==> images/final_congestion.png <==
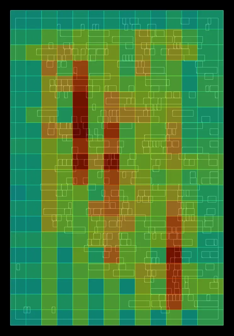
==> images/met3.png <==
Scale: 2 px per um.
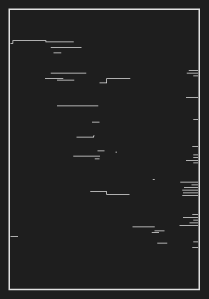
==> images/gate_families.png <==
Scale: 3 px per um.
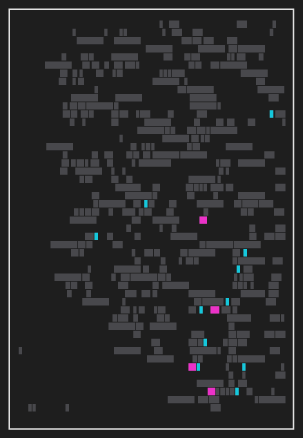
==> images/drive_strength.png <==
Scale: 3 px per um.
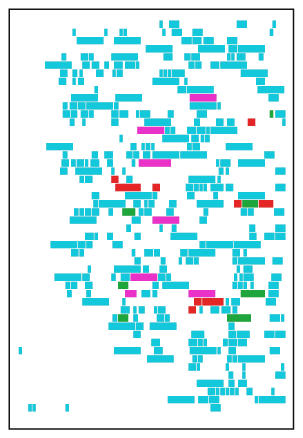
==> images/met2.png <==
Scale: 2 px per um. Cells faint in the background.
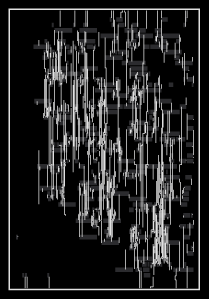
[src/rtl/music_box_state_controller_if.sv]
// Mode-sequencer bus: button and completion inputs from the front panel and state
// modules, plus the shared currentState broadcast and debug word.
interface music_box_state_controller_if;
  logic [3:0]  buttonPulse;
  logic [3:0]  stateComplete;
  logic [4:0]  currentState;
  logic        stateChanged;
  logic [31:0] debugString;

  modport master (
    input  buttonPulse,
    input  stateComplete,
    output currentState,
    output stateChanged,
    output debugString
  );

  modport slave (
    output buttonPulse,
    output stateComplete,
    input  currentState,
    input  stateChanged,
    input  debugString
  );
endinterface

[src/rtl/music_box_state_controller.sv]
// Music box mode sequencer: one-cycle registered latency from inputs to all outputs.
// No backpressure; buttons arriving during the post-exit hold-off are dropped.
module music_box_state_controller #(
  parameter int unsigned TIMEOUT_CYCLES = 32'd1_500_000_000,
  parameter int unsigned HOLDOFF_CYCLES = 2
) (
  input  logic                        clock_50Mhz,
  input  logic                        reset,
  music_box_state_controller_if.master bus
);

  localparam int unsigned HoldW = (HOLDOFF_CYCLES > 0) ? $clog2(HOLDOFF_CYCLES + 1) : 1;
  localparam logic [HoldW-1:0] HoldLoad = HoldW'(HOLDOFF_CYCLES);
  localparam logic [31:0] WdLast = 32'(TIMEOUT_CYCLES - 1);

  typedef enum logic [4:0] {
    ST_IDLE    = 5'd0,
    ST_SONG0   = 5'd1,
    ST_SONG1   = 5'd2,
    ST_RECORD  = 5'd3,
    ST_PLAYREC = 5'd4
  } state_e;

  state_e           state_q, state_d;
  logic             changed_q;
  logic [HoldW-1:0] hold_q, hold_d;
  logic [31:0]      wd_q, wd_d;
  logic [7:0]       entries_q, entries_d;
  logic             timeout_q, timeout_d;
  logic             cancel_q, cancel_d;
  logic             exit_c;
  logic [1:0]       act_idx;

  always_ff @(posedge clock_50Mhz or posedge reset) begin
    if (reset) begin
      state_q   <= ST_IDLE;
      changed_q <= 1'b0;
      hold_q    <= '0;
      wd_q      <= '0;
      entries_q <= '0;
      timeout_q <= 1'b0;
      cancel_q  <= 1'b0;
    end else begin
      state_q   <= state_d;
      changed_q <= (state_d != state_q);
      hold_q    <= hold_d;
      wd_q      <= wd_d;
      entries_q <= entries_d;
      timeout_q <= timeout_d;
      cancel_q  <= cancel_d;
    end
  end

  always_comb begin
    state_d   = state_q;
    hold_d    = hold_q;
    wd_d      = wd_q;
    entries_d = entries_q;
    timeout_d = timeout_q;
    cancel_d  = cancel_q;
    exit_c    = 1'b0;
    act_idx   = 2'(state_q - 5'd1);

    case (state_q)
      ST_IDLE: begin
        if (hold_q != '0) begin
          hold_d = hold_q - 1'b1;
        end else if (bus.buttonPulse != 4'b0000) begin
          if (bus.buttonPulse[0])      state_d = ST_SONG0;
          else if (bus.buttonPulse[1]) state_d = ST_SONG1;
          else if (bus.buttonPulse[2]) state_d = ST_RECORD;
          else                         state_d = ST_PLAYREC;
          entries_d = entries_q + 8'd1;
          wd_d      = '0;
        end
      end
      default: begin
        // Saturate so a disabled watchdog can never wrap into a false expiry.
        if (wd_q != '1) wd_d = wd_q + 32'd1;
        if (bus.stateComplete[act_idx]) begin
          exit_c    = 1'b1;
          timeout_d = 1'b0;
          cancel_d  = 1'b0;
        end else if (bus.buttonPulse[act_idx]) begin
          exit_c    = 1'b1;
          timeout_d = 1'b0;
          cancel_d  = 1'b1;
        end else if ((TIMEOUT_CYCLES != 0) && (wd_q == WdLast)) begin
          exit_c    = 1'b1;
          timeout_d = 1'b1;
          cancel_d  = 1'b0;
        end
      end
    endcase

    if (exit_c) begin
      state_d = ST_IDLE;
      hold_d  = HoldLoad;
    end
  end

  assign bus.currentState = state_q;
  assign bus.stateChanged = changed_q;
  assign bus.debugString  = {14'd0, cancel_q, timeout_q, entries_q, 3'd0, state_q};

endmodule

[src/flat_wrapper.sv]
// flat-port wrapper written by rule: the top's interface ports become plain ports
module music_box_state_controller_flat 
#(
  parameter int unsigned TIMEOUT_CYCLES = 32'd1_500_000_000,
  parameter int unsigned HOLDOFF_CYCLES = 2
)
  (clock_50Mhz, reset, bus_buttonPulse, bus_stateComplete, bus_currentState, bus_stateChanged, bus_debugString);
  music_box_state_controller_if bus_i ();
  input  logic clock_50Mhz;
  input  logic reset;
  input wire logic [$bits(bus_i.buttonPulse)-1:0] bus_buttonPulse;
  input wire logic [$bits(bus_i.stateComplete)-1:0] bus_stateComplete;
  output wire logic [$bits(bus_i.currentState)-1:0] bus_currentState;
  output wire logic [$bits(bus_i.stateChanged)-1:0] bus_stateChanged;
  output wire logic [$bits(bus_i.debugString)-1:0] bus_debugString;
  assign bus_i.buttonPulse = bus_buttonPulse;
  assign bus_i.stateComplete = bus_stateComplete;
  assign bus_currentState = bus_i.currentState;
  assign bus_stateChanged = bus_i.stateChanged;
  assign bus_debugString = bus_i.debugString;
  music_box_state_controller #(.TIMEOUT_CYCLES(TIMEOUT_CYCLES), .HOLDOFF_CYCLES(HOLDOFF_CYCLES)) u_core (.clock_50Mhz(clock_50Mhz), .reset(reset), .bus(bus_i));
endmodule
[config.mk]
export PLATFORM = sky130hd
export DESIGN_NAME = music_box_state_controller_flat
export DESIGN_NICKNAME = d
export VERILOG_FILES = /design/src/rtl/music_box_state_controller_if.sv /design/src/rtl/music_box_state_controller.sv /design/src/flat_wrapper.sv
export SDC_FILE = /design/constraint.sdc
export NUM_CORES = 1
export LEC_CHECK = 0
export CAP_MARGIN = 20
export CORE_ASPECT_RATIO = 1.5
export CORE_MARGIN = 2
export CORE_UTILIZATION = 25
export DETAILED_ROUTE_END_ITERATION = 8
export HOLD_SLACK_MARGIN = 0.02
export PLACE_DENSITY_LB_ADDON = 0.1
export SYNTH_ARGS = -nofsm -noshare
export SYNTH_HDL_FRONTEND = slang
export SYNTH_SLANG_ARGS = --single-unit
[constraint.sdc]
create_clock -name clock_50Mhz -period 7.95 [get_ports clock_50Mhz]
set_clock_uncertainty 0.1 [all_clocks]
set_input_delay 1.59 -clock clock_50Mhz [delete_from_list [all_inputs] [get_ports clock_50Mhz]]
set_output_delay 1.59 -clock clock_50Mhz [all_outputs]
set_load 0.03 [all_outputs]
==> results.cfg <==
; flow metrics
[status]
outcome = completed

[floorplan]
fp_util = 0.256
io_pins = 48
die_y_um = 139
core-area_mm2 = 0.0120
die-area_mm2 = 0.0131
fp-row-count = 49
fp.dieW_um = 94.3

[critical_path]
worstReg2RegStart = u_core.bus.currentState[0]
rrSetupSlack_ps = 4750
critPathMaxFanout = 30
critPathKind = in2reg
endpoint_kind = flop
worst_ep_arrival_time_ps = 3940
crit_required_ps = 8080
cp-endpoint = u_core.wd_q[27]
cp-start-kind = input pin
r2r-end = u_core.wd_q[27]
ff2ff_path_depth = 9
critPathLaunch = bus_buttonPulse[0]

[layout]
diodes = 0
fillers = 1260
fin_nets = 361
synthToLayoutAreaGrowth_pct = 17.0
drive_gt1_frac = 0.0661
comb_area_mm2 = 0.00158
flop_area_mm2 = 0.00125

[pwr]
pwr_density_cell_mw_per_mm2 = 272
p_leak_nw = 1.37
peakVddDrop_mv = 0.0977
clkPwrFrac = 0.269
power_switching_w = 0.000385
seqPwrFrac = 0.345
combPwrFrac = 0.385
swShare = 0.396
p_int_w = 0.000588
report.power.total_w = 0.000972

[final_timing]
worst_pin_slew_ps = 923
setup_violations = 0
fmax_mhz = 263
hold_viol = 0
drv_slew = 0
post-route-min-period_ps = 3810
whs_ps = 374
finalCritPeriodShare = 0.479
rsz0062_at_grt = no
fin_setup_tns_ps = 0
slew_headroom = 0.383

[route]
met1Wirelength_um = 3390
drtIter0Drc = 117
wl_met3_um = 307
antenna_left = 0
top_layer = met4
wl_met2_um = 4290
drtPass1Iterations = 4
remaining_drc_errors = 0
viasPerCell = 5.13

[clock_tree]
insertion_delay_ps = 300
cts_root_buf = clkbuf_16
clock_sinks = 50
tritoncts = built
htreeDepth = 2
hold_buffers = 0
ctsResizeCount = 0
cts_inserted_buffers = 5
clock_path_buffers = 2
post_cts_buffers = 0
clk_pin_slew_ps = 80

[place]
port-buffer-count = 30
dpl.hpwl_um = 5730
place_congestion = 0.758

[flow_run]
warning_count = 26
maxCapViolations = 0

[global_route]
antenna_found_initial = 0
grt_usage = 0.129
grt_max_degree = 36
grt_pass1_vias = 2520
grt-ovfl-total = 0
grt_pass1_wl_um = 13400

[synth]
ys_ff = 50
ys_types = 54
yosys-top-cells-area = dfrtp_1 41%, buf_4 5.9%, o31ai_1 4.7%
top_area_cell = dfrtp_1
netlist_area_mm2 = 0.00306
seq_area_frac_synth = 0.410
synth.top_cells.by_count = 50 x dfrtp_1, 33 x nand2_1, 27 x a21oi_1, 24 x buf_4
synth_cells = 331
yosys_cells = 331
syn-mean-instance-area_um2 = 9.23
synthDominantCellAreaShare = 0.410
async_reset_ff_frac = 1.00
edf_count = 0
ys.flop_type = dfrtp_1
ys_area_mm2 = 0.00306
yosys_warnings = 0
top_cell = dfrtp_1

[worst_hold_path]
hp-class = reg2reg
hold_start = u_core.entries_q[7]
About final_congestion.png:
routing usage on met2: 0.228
wire per inst: 16.3 um
Final Util: 0.299

About met3.png:
longest straight run = 20.2 um
nets with wire on the layer = 38
vias: 2570
WL final: 8150 um
GR Layer Usage met3: 0.0211

About gate_families.png:
cyan -> inverters  # cells 11, most used inv_1
magenta -> AND-OR and OR-AND gates  # cells 4, most used a21o_1
Non-Filler Instances: 501
logic share of the area: 0.442
Commonest Layout Cell: dfrtp_1

About drive_strength.png:
green -> drive 2  # cells 7
red -> drive 3 to 4  # cells 9
cyan -> drive 1 or less  # cells 325
magenta -> drive 6 and up  # cells 7
fin worst setup slack: 4140 ps
Non-CTS buffers: 35
design area: 0.00358 mm2

About met2.png:
longest straight run = 46.9 um
main direction = vertical
nets with wire on the layer = 308
wire length on this layer = 4290 um

## through the flow
step / instances / worst slack (ps) / cell area [um2]
finish: 501 / 4140 / 3580
global route: 501 / 3970 / 3580
CTS: 501 / 4150 / 3580
detailed placement: 493 / 3830 / 3400
global placement: 493 / 3850 / 3400
floorplan: 347 / 4670 / 3120
## metal layers
metal | GRT usage | vias up
met2 | 0.228 | 56
met3 | 0.0211 | 9
met5 | 0 | -
met4 | 0.0458 | 0
li1 | - | 1245
met1 | 0.154 | 1260
## layout make-up
cell class / count / share of cell area
clock buffers: 5 / 0.0350
clock inverters: 3 / 0.0136
inverters: 11 / 0.0115
multi-input cells: 244 / 0.442
flip-flops and latches: 50 / 0.350
well taps: 153 / 0.0535
repair buffers: 35 / 0.0945
## cell usage in the layout (no fill, tap or decap), types with 2 or more instances in the layout
cell type        instances
a21oi_1                 27
xnor2_1                  5
a21o_1                   2
nand2_1                 33
nor2b_1                  2
or4_1                   19
xor2_1                   2
buf_4                    5
o211ai_1                 2
inv_1                   10
mux4_2                   2
o41ai_1                  4
nor3_1                   7
or3_1                    4
and4_1                   6
nor4_1                   4
clkdlybuf4s50_1         30
o21ai_0                  6
o21ai_1                  3
a211oi_1                 3
and3_1                   5
nand4_1                 12
conb_1                  17
or4b_2                   2
nand3_1                 11
dfrtp_1                 50
ha_1                     4
mux2i_1                  4
o31ai_1                 19
nor2_1                  11
and2_1                   3
clkbuf_16                5
nor4b_1                  5
## critical path, stage by stage
cell and delay (ps):
clkdlybuf4s50_1 620, nor3_1 160, a211oi_4 250, buf_4 350, nor4_1 100, buf_4 200
or4_1 500, a21oi_1 150
## worst min path at each step
stage / cells after the start / slack (ps) / endpoint
2_1_floorplan: 1 / 340 / u_core.wd_q[28]
3_3_place_gp: 1 / 360 / u_core.entries_q[7]
3_5_place_dp: 1 / 370 / u_core.entries_q[7]
4_1_cts: 1 / 380 / u_core.entries_q[7]
5_1_grt: 1 / 400 / u_core.entries_q[7]
6_report: 1 / 370 / u_core.entries_q[7]
## sequential cells by signal, summed over array words and instances, names as in the netlist
signal / cells
u_core.hold_q: 2
u_core.timeout_q: 1
u_core.entries_q: 8
u_core.bus.currentState: 5
u_core.bus.stateChanged: 1
u_core.cancel_q: 1
u_core.wd_q: 32
## logic make-up (layout without fill, tap and decap cells)
kind of cell    Yosys count  after routing  synth area share
simple gates            131            131             0.256
flops                    50             50             0.410
buf+inv                  53             54            0.0983
xor+xnor                  7              7            0.0201
mux                       6              6            0.0278
fa+ha+maj                 4              4            0.0164
other cells               1             17           0.00123
compound gates           79             79             0.171
## power groups by stage
stage	logic, W	registers, W	clock network [W]
floorplan	0.000242	0.000364	0
global placement	0.000380	0.000342	0
detailed placement	0.000380	0.000341	0
CTS	0.000381	0.000337	0.000270
global route	0.000414	0.000344	0.000281
finish	0.000375	0.000336	0.000262
Power is estimated from default activity; no workload was simulated.
